**Run 1: clock wires, drivers and flops**

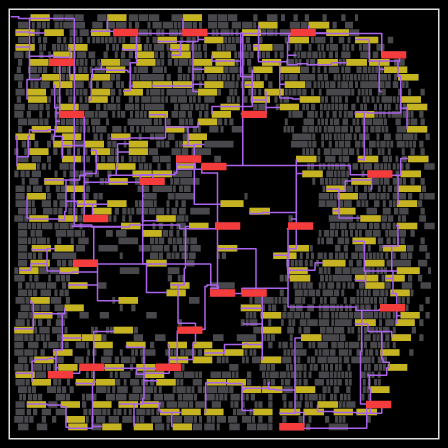
**Run 1: metal layers overlaid**

The bar under the picture is 50 µm long.
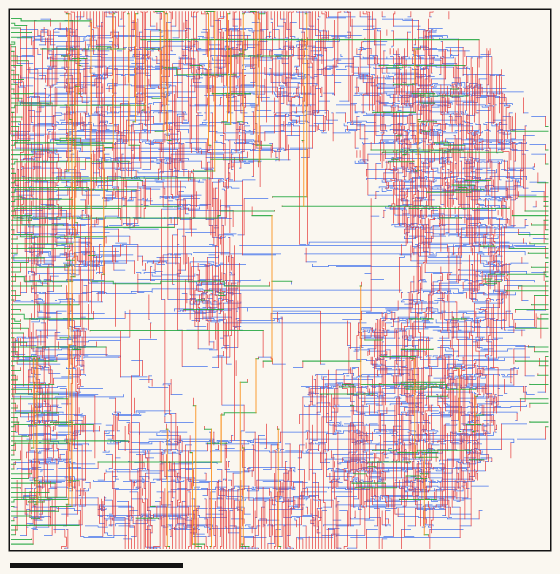
**Run 1: selected gate families**

The bar under the picture is 50 µm long.
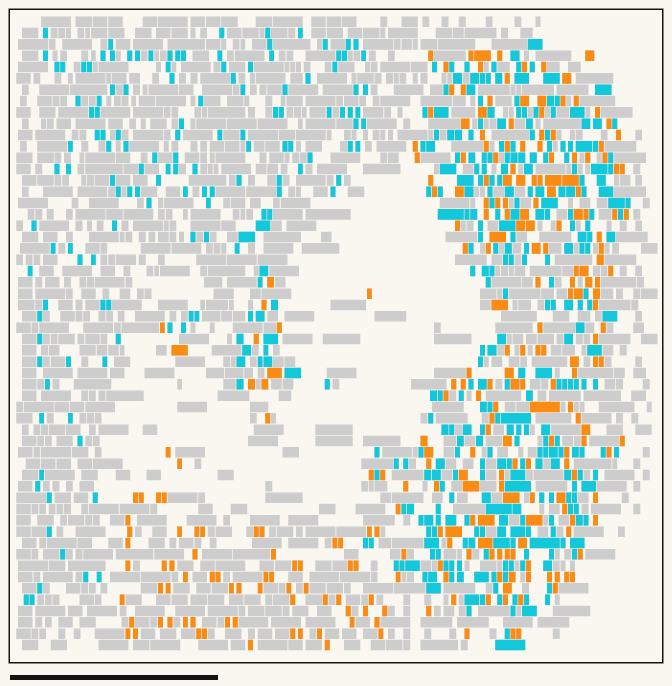
Design mem_arbiter, sky130hd; sources not shown.
==> COMMIT_EDITMSG, run 1 <==
Update PnR metrics after Yosys + OpenROAD run

* Yosys simple share: a little under a third
- Derived from the worst setup path, the maximum achievable clock frequency is 623.7 MHz.
- For met2 alone, demand over resource in global routing was 44.05%.
* Placement-stage worst setup slack: -463.7 ps
- Final critical-path setup slack: -3.277 ps
- In this run the standard cell core region covers ~0.023 mm².
- Number of enable-type register cells in the synthesized netlist: 0
- Distinct lib cells: 32
* Std-Cell Rows: 56
* Switching power summed over all nets: roughly 4.7 mW
- Pwr dens: 1002 mW/mm²
* Post-synth mux share: 0%
* Max Used Layer: met4
- The end-of-flow timing check tallies setup violations at 1.
* Path category of the worst min-delay check: input pin to register
- STA puts the critical path data arrival time at roughly 1200 ps.
- Critical Path End Type: output port
* Buffer share of cell area: around a quarter
- The flow ran to the end, but the final reports show violations.
- The first global-routing pass estimated 49,480 µm of wire.
* Share of cell area taken by flip-flops and latches: between 20% and 30%
- Combinational Power Share: 25.5%
* Post-CTS setup repair buffer count: 6
* Largest area class, layout: logic gates
- In this run the vertical extent of the chip is 156.5 µm.
- Global routing used under 10% of the available met3 tracks.
* Logic depth of the worst path, buffers included: 3
- CTS Sinks: 203
- Share of cells above drive strength 1: 28.31%
- Clock buffers: 34
- Number of nets with antenna violations after detailed routing: 0
* Leakage power: ~6.4 nW
- Internal cell power: between 10 and 15 mW
- Largest voltage drop on the vdd net: 855.3 µV
* Multi-input combinational cell count: about 1k
* Sum of met2 wire segment lengths after detailed routing: between 15,000 and 20,000 µm
* Non-clock buffer count: 421
- CP top delay family: flip-flops
- For this run, the slowest stage of the critical path takes 360 ps.
- After routing the design area is 0.01484 mm².
* Hold violation total from the final report: 0
- The checks that failed: negative setup slack.
* Post-Syn Area: 0.009547 mm²
- Sequential elements use 42.57% of the synthesized area.
- After detailed placement, the total cell area comes to between 0.01 and 0.015 mm².
- For this run, the detailed router's first-pass iteration total came to 5.
* # placed instances: 2,088
- The flow reports that sequential cells draw 39.0% of the design power.
- Antenna Diode Count: 0
* Leading cell types in the layout, fill and taps excluded: 320 x nand2_1, 215 x nor2_1, 158 x a21oi_1, 156 x inv_1, 150 x dfxtp_1
Notes on 'clock wires, drivers and flops' above:
[clock wires] purple | length: 2,850 µm
[flip-flops] yellow | count: 203
[cells driving clock nets] red | count: 24
flops lie: spread over the die
clock group power: 5.29 mW
power share of the clock group: 35.5%
Latency at later pin: 510 ps
final worst clock skew: 16.77 ps

Notes on 'metal layers overlaid' above:
[met2] red | wire length: 16,200 µm
[met3] green | wire length: 2,480 µm
[met1] blue | wire length: 12,600 µm
[met4] orange | wire length: 1,480 µm
Total Routing Usage GR: 24.99%
vias post-DR: 10.72k
Routed WL per cell: 15.22 µm

Notes on 'selected gate families' above:
[NOR gates] orange | cells: 264 | most used: nor2_1 | where: spread over the die
[NAND gates] cyan | cells: 437 | most used: nand2_1 | where: spread over the die
number of standard cells in the final layout excluding fillers: 2,152
most common logic cell in the routed design: nand2_1

==> run 2, diff against run 1 <==
Settings changed: CORE_UTILIZATION 40 to 28, PLACE_DENSITY 0.82 to 0.63, REMOVE_ABC_BUFFERS from default to 1, SETUP_SLACK_MARGIN from default to 0.02.
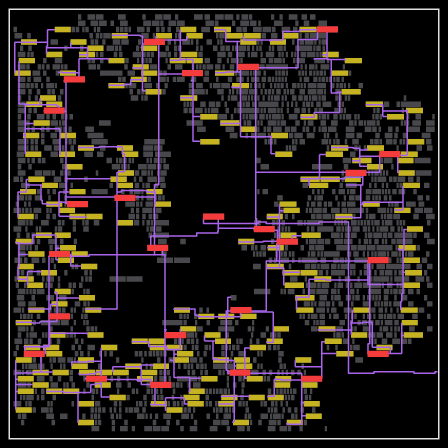
**Above:** run 2 (clock wires, drivers and flops).
[cells driving clock nets] red | count: 25
[clock wires] purple | length: 3,160 µm
[flip-flops] yellow | count: 203
routed clock nets: 26
flops lie: spread over the die
clock group power: 5.38 mW
power share of the clock group: 35.9%

==> COMMIT_EDITMSG, run 2 <==
Update PnR metrics after Yosys + OpenROAD run

- STA puts the critical path data arrival time at 1290 ps.
- After layout, the worst setup slack is -87.19 ps.
* Antenna Diode Count: 0
* Number of enable-type register cells in the synthesized netlist: 0
* Std-Cell Rows: between 60 and 70
- Routed signal wires occupy layers up through met4.
- Vias post-DR: 10.84k
* Total Routing Usage GR: around a fifth
- The final reports fail on negative setup slack.
- Outcome: finished with violations
- Distinct lib cells: 32
- Max incr delay on CP: 350 ps
* Yosys simple share: 30.79%
- Cell internal power was estimated by the tool at 10.05 mW.
- On met3, the global router reports a usage of 5.492%.
* First-pass detailed-route iteration total: 6
- Clock buffers: 33
- Critical Path End Type: output port
- Setup-failing EPs final: 6
- Most common logic cell in the routed design: nand2_1
- Path category of the worst min-delay check: input pin to register
- Height of the chip: 186.7 µm
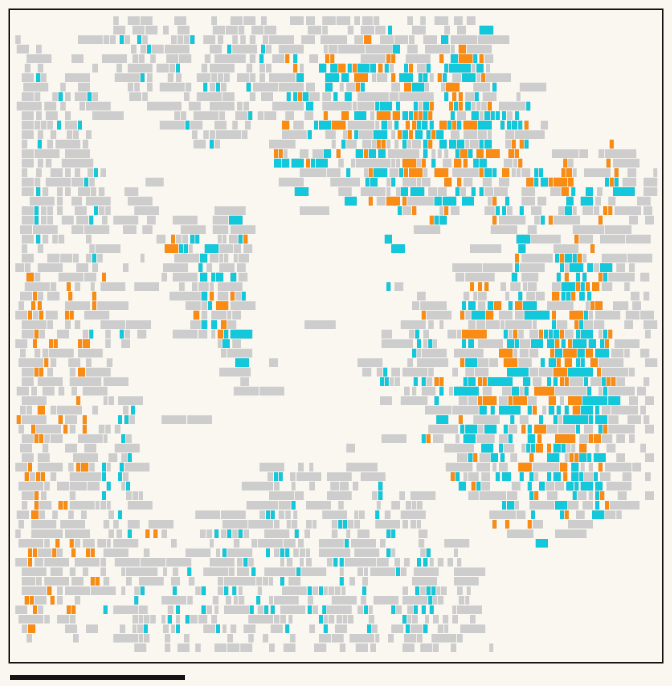
**Above:** run 2 (selected gate families).
The bar under the picture is 50 µm long.
[NOR gates] orange | cells: 264 | most used: nor2_1 | where: spread over the die
[NAND gates] cyan | cells: 439 | most used: nand2_1 | where: spread over the die
share of cell area taken by multi-input logic gates: 34.64%
number of standard cells in the final layout excluding fillers: 2,334

==> run 3, diff against run 2 <==
Settings changed: SKIP_LAST_GASP from default to 1.
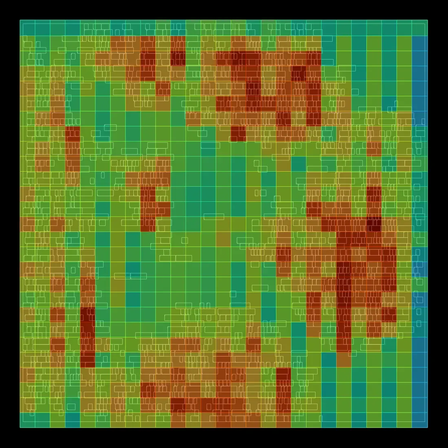
**Above:** run 3 (track usage over the die).
global-route track usage on met3: 5.379%
Routed WL per cell: 15.37 µm
Global Route met2 Usage: 31.69%
Most Crowded Layer GR: met2
Total Routing Usage GR: 18.99%

==> COMMIT_EDITMSG, run 3 <==
Update PnR metrics after Yosys + OpenROAD run

- First-pass GRT wire length: 54,400 µm
- Clock buffers: 33
- The largest cell class by area is logic gates.
* Sum of met2 wire segment lengths after detailed routing: 17,110 µm
- Area of placed instances: 0.01409 mm²
* Area of all placed cells without fillers: 0.01557 mm²
- In this run, placement finished with an instance count of around 2.3k.
- Maximum achievable frequency: between 500 and 600 MHz
* Outcome: finished with violations
- Measured against the total synthesized area, the mux share comes to 0%.
- Height of the chip: between 150 and 200 µm
* CP top delay family: flip-flops
* Non-clock buffer count: around 470
- In the final report, the number of hold violations comes to 0.
- Max incr delay on CP: 350 ps
- Sequential share of power: approximately 39%
* Largest voltage drop on the vdd net: 1014 µV
* Share of cell area taken by flip-flops and latches: 26.70%
- Critical Path End Type: output port
- The last timing report of the flow puts the setup violation total at 19.
- OpenSTA, run right after detailed placement, puts the worst setup slack at -523.0 ps.
- Antenna Diode Count: 0
- Data arrives at the worst endpoint at approximately 1300 ps.
- Path category of the worst min-delay check: input pin to register
- The checks that failed: negative setup slack.
* Sequential element share of the synthesized area: 42.57%
* Pwr dens: 961.0 mW/mm²
* Final critical-path setup slack: -82.97 ps
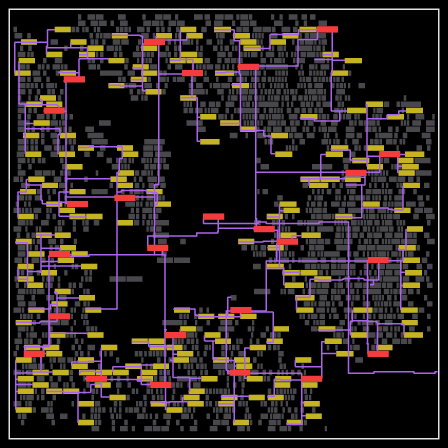
**Above:** run 3 (clock wires, drivers and flops).
[clock wires] purple | length: 3,150 µm
[flip-flops] yellow | count: 203
[cells driving clock nets] red | count: 25
routed clock nets: 26
flops lie: spread over the die
final worst clock skew: 12.50 ps
power share of the clock group: 36.0%
Latency at later pin: 530 ps

Power is estimated from default activity; no workload was simulated.
